==> src/rtl/spatz_pkg.sv <==
// Shared Spatz types and sizing for the memory-port arbiter and its requesters.
package spatz_pkg;

    localparam int unsigned NrMemArbReq       = 2;
    localparam int unsigned MemArbOutstanding = 8;

    typedef logic [$clog2(NrMemArbReq)-1:0] mem_arb_idx_t;

    typedef struct packed {
        logic [31:0] addr;
        logic        write;
        logic [3:0]  strb;
        logic [31:0] wdata;
    } spatz_mem_req_t;

    typedef struct packed {
        logic [31:0] rdata;
        logic        err;
    } spatz_mem_resp_t;

endpackage

==> src/rtl/fifo_v3.sv <==
// Generic synchronous FIFO, registered output, one cycle push-to-pop latency.
// Pushes while full and pops while empty are ignored; DEPTH must be a power of two >= 2.
module fifo_v3 #(
    parameter int unsigned DATA_WIDTH = 32,
    parameter int unsigned DEPTH      = 8,
    localparam int unsigned ADDR_DEPTH = (DEPTH > 1) ? $clog2(DEPTH) : 1
) (
    input  logic                  clk_i,
    input  logic                  rst_ni,
    input  logic                  flush_i,
    output logic                  full_o,
    output logic                  empty_o,
    output logic [ADDR_DEPTH-1:0] usage_o,
    input  logic [DATA_WIDTH-1:0] data_i,
    input  logic                  push_i,
    output logic [DATA_WIDTH-1:0] data_o,
    input  logic                  pop_i
);

    logic [DATA_WIDTH-1:0] mem_q [DEPTH];
    logic [DATA_WIDTH-1:0] mem_d [DEPTH];
    logic [ADDR_DEPTH-1:0] rd_ptr_q, rd_ptr_d;
    logic [ADDR_DEPTH-1:0] wr_ptr_q, wr_ptr_d;
    logic [ADDR_DEPTH:0]   cnt_q, cnt_d;
    logic                  push_ok, pop_ok;

    assign full_o  = (cnt_q == (ADDR_DEPTH+1)'(DEPTH));
    assign empty_o = (cnt_q == '0);
    assign usage_o = cnt_q[ADDR_DEPTH-1:0];
    assign data_o  = mem_q[rd_ptr_q];
    assign push_ok = push_i && !full_o;
    assign pop_ok  = pop_i && !empty_o;

    always_comb begin
        mem_d    = mem_q;
        rd_ptr_d = rd_ptr_q;
        wr_ptr_d = wr_ptr_q;
        cnt_d    = cnt_q;
        if (push_ok) begin
            mem_d[wr_ptr_q] = data_i;
            wr_ptr_d        = wr_ptr_q + ADDR_DEPTH'(1);
        end
        if (pop_ok) begin
            rd_ptr_d = rd_ptr_q + ADDR_DEPTH'(1);
        end
        if (push_ok && !pop_ok) begin
            cnt_d = cnt_q + (ADDR_DEPTH+1)'(1);
        end else if (pop_ok && !push_ok) begin
            cnt_d = cnt_q - (ADDR_DEPTH+1)'(1);
        end
        if (flush_i) begin
            rd_ptr_d = '0;
            wr_ptr_d = '0;
            cnt_d    = '0;
        end
    end

    always_ff @(posedge clk_i or negedge rst_ni) begin
        if (!rst_ni) begin
            mem_q    <= '{default: '0};
            rd_ptr_q <= '0;
            wr_ptr_q <= '0;
            cnt_q    <= '0;
        end else begin
            mem_q    <= mem_d;
            rd_ptr_q <= rd_ptr_d;
            wr_ptr_q <= wr_ptr_d;
            cnt_q    <= cnt_d;
        end
    end

endmodule

==> src/rtl/spatz_mem_arbiter.sv <==
// Round-robin share of one memory port among NrReq requesters; zero-cycle grant, grant held while stalled.
// Responses return in order and are steered by a tag FIFO; a full FIFO blocks new grants.
module spatz_mem_arbiter
    import spatz_pkg::*;
#(
    parameter int unsigned NrReq          = NrMemArbReq,
    parameter int unsigned NumOutstanding = MemArbOutstanding,
    parameter type         mem_req_t      = spatz_mem_req_t,
    parameter type         mem_resp_t     = spatz_mem_resp_t,
    parameter int unsigned IdxWidth       = $clog2(NrReq)
) (
    input  logic                              clk_i,
    input  logic                              rst_i,
    input  mem_req_t  [NrReq-1:0]             req_i,
    input  logic      [NrReq-1:0]             req_valid_i,
    output logic      [NrReq-1:0]             req_ready_o,
    output mem_resp_t [NrReq-1:0]             resp_o,
    output logic      [NrReq-1:0]             resp_valid_o,
    input  logic      [NrReq-1:0]             resp_ready_i,
    output mem_req_t                          mem_req_o,
    output logic                              mem_req_valid_o,
    input  logic                              mem_req_ready_i,
    input  mem_resp_t                         mem_resp_i,
    input  logic                              mem_resp_valid_i,
    output logic                              mem_resp_ready_o,
    output logic [$clog2(NumOutstanding):0]   outstanding_o,
    output logic                              busy_o
);

    logic [IdxWidth-1:0] rr_ptr_q, rr_ptr_d;
    logic                lock_q, lock_d;
    logic [IdxWidth-1:0] locked_idx_q, locked_idx_d;

    logic [IdxWidth-1:0] winner;
    logic [IdxWidth:0]   cand;
    logic                found;
    logic                accept, stall, pop;
    logic                fifo_full, fifo_empty;
    logic [IdxWidth-1:0] head_idx;
    logic [$clog2(NumOutstanding)-1:0] fifo_usage;
    logic                rst_n;

    // Search starts at rr_ptr and wraps; an active lock overrides the search.
    always_comb begin
        winner = rr_ptr_q;
        found  = 1'b0;
        cand   = '0;
        for (int i = 0; i < NrReq; i++) begin
            cand = {1'b0, rr_ptr_q} + (IdxWidth+1)'(i);
            if (cand >= (IdxWidth+1)'(NrReq)) begin
                cand = cand - (IdxWidth+1)'(NrReq);
            end
            if (!found && req_valid_i[cand[IdxWidth-1:0]]) begin
                winner = cand[IdxWidth-1:0];
                found  = 1'b1;
            end
        end
        if (lock_q) begin
            winner = locked_idx_q;
        end
    end

    always_comb begin
        mem_req_o       = req_i[winner];
        mem_req_valid_o = !rst_i && req_valid_i[winner] && !fifo_full;
        req_ready_o     = '0;
        req_ready_o[winner] = !rst_i && mem_req_ready_i && !fifo_full;

        resp_valid_o           = '0;
        resp_valid_o[head_idx] = !rst_i && mem_resp_valid_i && !fifo_empty;
        mem_resp_ready_o       = !rst_i && resp_ready_i[head_idx] && !fifo_empty;
        for (int i = 0; i < NrReq; i++) begin
            resp_o[i] = mem_resp_i;
        end
    end

    assign accept = mem_req_valid_o && mem_req_ready_i;
    assign stall  = mem_req_valid_o && !mem_req_ready_i;
    assign pop    = mem_resp_valid_i && mem_resp_ready_o;

    always_comb begin
        rr_ptr_d     = rr_ptr_q;
        lock_d       = lock_q;
        locked_idx_d = locked_idx_q;
        if (accept) begin
            rr_ptr_d = (winner == IdxWidth'(NrReq - 1)) ? '0 : winner + IdxWidth'(1);
            lock_d   = 1'b0;
        end else if (stall) begin
            lock_d       = 1'b1;
            locked_idx_d = winner;
        end
    end

    always_ff @(posedge clk_i or posedge rst_i) begin
        if (rst_i) begin
            rr_ptr_q     <= '0;
            lock_q       <= 1'b0;
            locked_idx_q <= '0;
        end else begin
            rr_ptr_q     <= rr_ptr_d;
            lock_q       <= lock_d;
            locked_idx_q <= locked_idx_d;
        end
    end

    assign rst_n = ~rst_i;

    fifo_v3 #(
        .DATA_WIDTH (IdxWidth),
        .DEPTH      (NumOutstanding)
    ) i_tag_fifo (
        .clk_i   (clk_i),
        .rst_ni  (rst_n),
        .flush_i (1'b0),
        .full_o  (fifo_full),
        .empty_o (fifo_empty),
        .usage_o (fifo_usage),
        .data_i  (winner),
        .push_i  (accept),
        .data_o  (head_idx),
        .pop_i   (pop)
    );

    // Usage wraps to zero when full, so the full flag supplies the MSB.
    assign outstanding_o = {fifo_full, fifo_usage};
    assign busy_o        = (outstanding_o != '0) || (|req_valid_i);

`ifndef SYNTHESIS
    a_no_resp_when_empty: assert property (@(posedge clk_i) disable iff (rst_i)
        !(mem_resp_valid_i && fifo_empty));
    a_stall_stable: assert property (@(posedge clk_i) disable iff (rst_i)
        stall |=> (mem_req_valid_o && (mem_req_o == $past(mem_req_o))));
    a_outstanding_bound: assert property (@(posedge clk_i) disable iff (rst_i)
        outstanding_o <= ($clog2(NumOutstanding)+1)'(NumOutstanding));
`endif

endmodule

==> config.mk <==
export PLATFORM = sky130hd
export DESIGN_NAME = spatz_mem_arbiter
export DESIGN_NICKNAME = d
export VERILOG_FILES = /design/src/rtl/spatz_pkg.sv /design/src/rtl/fifo_v3.sv /design/src/rtl/spatz_mem_arbiter.sv
export SDC_FILE = /design/constraint.sdc
export NUM_CORES = 1
export LEC_CHECK = 0
export CORE_AREA = 2 2 125 127
export CTS_CLUSTER_DIAMETER = 60
export DETAILED_ROUTE_END_ITERATION = 10
export DIE_AREA = 0 0 127 129
export GPL_ROUTABILITY_DRIVEN = 0
export PLACE_DENSITY_LB_ADDON = 0.3
export SETUP_SLACK_MARGIN = 0.02
export SYNTH_ARGS = -nofsm -noshare
export SYNTH_HDL_FRONTEND = slang
export SYNTH_SLANG_ARGS = --single-unit
==> constraint.sdc <==
create_clock -name clk_i -period 8.2 [get_ports clk_i]
set_input_delay 1.64 -clock clk_i [delete_from_list [all_inputs] [get_ports clk_i]]
set_output_delay 1.64 -clock clk_i [all_outputs]
set_load 0.01 [all_outputs]
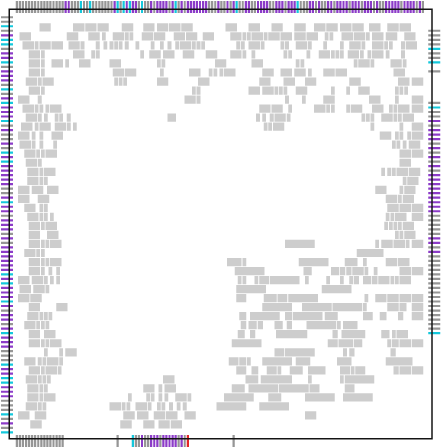
Figure 1: ports around the boundary.
Pins as bars across the die edge, other pins in gray.
Key: mem_resp_i = cyan [pins 33, direction input, edge 19 left, 9 top, 4 right, 1 bottom]; clk_i = red [pins 1, direction input, edge bottom]; req_i = purple [pins 138, direction input, edge 61 top, 48 left, 19 right, 10 bottom]
All pins by edge: 134 top, 93 left, 61 right, 37 bottom.

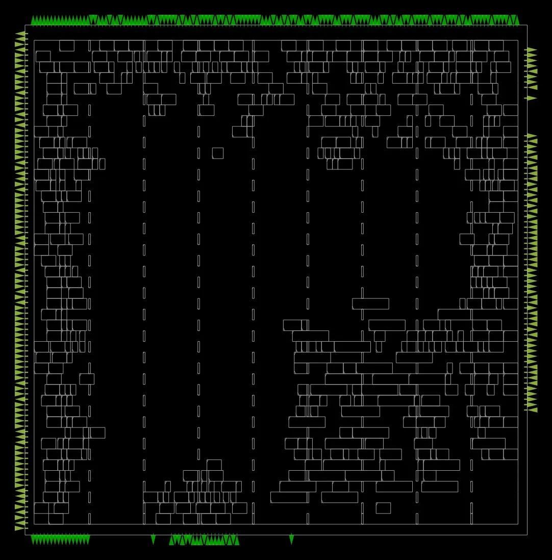
Figure 2: cell placement.
# rows: 45
seq_cells: 21
flop share of the area: 0.115
final core occ: 0.304

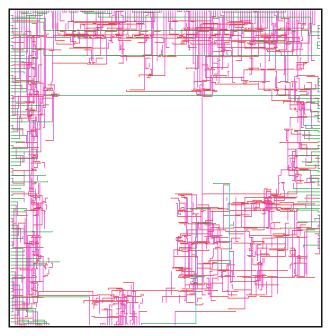
Figure 3: metal layers overlaid.
Key: metal 3 = green [wire length 1430 µm]; metal 2 = magenta [wire length 5020 µm]; metal 4 = cyan [wire length 73.4 µm]; metal 1 = red [wire length 3670 µm]

==> results_slide.txt <==
Flow Results at a Glance

Critical path
  • Origin of the critical flop-to-flop path: i_tag_fifo.rd_ptr_q[0]$_DFFE_PP0P_
  • Reg2Reg Setup Slack: 5.15 ns
  • CP endpoint kind: output port
  • CP top delay family: buffers and inverters
  • Startpoint Class: input pin
  • CP Launch Point: req_valid_i[1]
  • Worst setup endpoint: mem_req_o[14]
  • Critical Path AT: 4.33 ns
  • Crit path depth: 7
  • Critical Path Max Stage Delay: ~0.68 ns
  • Crit path max fanout: 38
  • RR Endpoint: i_tag_fifo.cnt_q[3]$_DFFE_PP0P_

Pwr
  • Combinational power share: 0.774
  • Leakage: 2.05 nW
  • Maximum vdd ir drop: roughly 130 µV
  • Clock network power share: 0.072
  • Seq pwr share: 0.155
  • Sw Ratio: 0.436
  • Total power: ~0.0014 W
  • P_clk: ~0.00010 W

Final layout
  • Final nets: 730
  • Final-layout fill cell count: 1605
  • Share of layout cells above drive strength 1: 0.0257
  • Leading registers by flop count: i_tag_fifo.mem_q: 8 flops, i_tag_fifo.cnt_q: 4 flops
  • Final cell count without fillers: 732
  • Most instantiated logic cells after routing: clkdlybuf4s50_1 (225), nand2_1 (217), dfrtp_1 (21)
  • Logic share of the area: 0.313
  • Largest Register: i_tag_fifo.mem_q
  • Dominant kind of cell: non-clock buffers
  • Layout clock buffer count: 4
  • Design area: 4550 µm²
  • Logic area: 1420 µm²
  • Inverters: 6
  • P&R area growth vs syn: 77.6%
  • Diodes inserted: 0
  • NonClk Buf Share: 0.498
  • Max reg flops: 8
  • Top cell excl fill/tap: clkdlybuf4s50_1

Min path
  • Min-delay worst type: reg -> reg
  • Worst hold start: i_tag_fifo.mem_q[1]$_DFFE_PP0P_
  • Hold Path End: i_tag_fifo.mem_q[1]$_DFFE_PP0P_

Outcome
  • Status: finished, final reports clean

Synthesis
  • Syn_nets: 588
  • # Cells Yosys: 403
  • Distinct cells, synth: 35
  • Yosys chip area: between 2000 and 3000 µm²
  • Syn avg cell area: around 6.4 µm²
  • Simple Share, Synth: 0.372
  • Number of synthesized flops with an enable pin: 0
  • Synth flops: 21
  • Mux cell area share: 0.0776
  • Post-synth seq share: 0.205

Final timing
  • Tmin final: between 5 and 6 ns
  • Fin crit share: 0.727
  • Final hold violation count: 0
  • F_max: 0.168 GHz
  • Worst clock skew: 0.00157 ns
  • RSZ-0062 raised after global routing: no
  • Final Hold Slack: 0.505 ns
  • Final setup fails: 0
  • Slew Limit Fails: 0
  • Setup TNS: 0 ns

Floorplanning
  • Initial Utilization: 0.171
  • Core ar.: 15000 µm²
  • Die W: 127 µm
  • Io pins: 325
  • Well Taps: 188
  • Die height: approximately 130 µm
  • Die area: about 16000 µm²

Run
  • Log Warnings: 26

Clock network
  • Clock-pin slew on the worst setup and hold paths: 0.05 ns
  • CTS tree: yes
  • Worst-skew pair later-pin latency: approximately 0.25 ns
  • Setup bufs post-CTS: 0
  • H-Tree Depth: 1
  • CTS resizes: 0
  • CTS Buf Count: 3
  • CTS Root Cell: clkbuf_16

Place
  • Dpl cells: 728
  • Placed instance area: 4470 µm²
  • I/O Buffers: 225

Detailed routing
  • Routed via count: slightly below 3000
  • Via/cell ratio: approximately 4.0
  • Number of nets with antenna violations after routing: 0
  • Initial DRC Count: 131
  • Routed len/inst: 13.9 µm
  • Drt pass-1 iters: 4
  • Final wirelength: 10200 µm

Global route
  • Vias in the first global route: 2761
  • Total GRT Usage: 0.110
  • Largest net degree at the start of global routing: 76
==> metal layers <==
metal / share of wire / track usage
met1: 0.36 / 0.119
met2: 0.49 / 0.192
met3: 0.14 / 0.0603
met4: 0.0072 / 0.0220
met5: 0 / 0
==> Yosys cell counts, types with 2 or more instances <==
cell type,instances,area [µm²]
nand2_1,217,815
buf_4,70,526
dfrtp_1,21,526
clkbuf_1,11,41.3
nor2_1,8,30.0
a21oi_1,6,30.0
buf_1,6,22.5
inv_1,6,22.5
mux2_2,6,67.6
xnor2_1,6,52.6
ha_1,5,62.6
a31oi_1,4,25.0
buf_2,3,15.0
mux2i_1,3,30.0
nand3_1,3,15.0
nand4b_1,3,26.3
mux4_1,2,52.6
nor2b_1,2,12.5
nor3_1,2,10.0
nor3b_1,2,15.0
o21ai_0,2,10.0
xor2_1,2,17.5
Power is estimated from default activity; no workload was simulated.
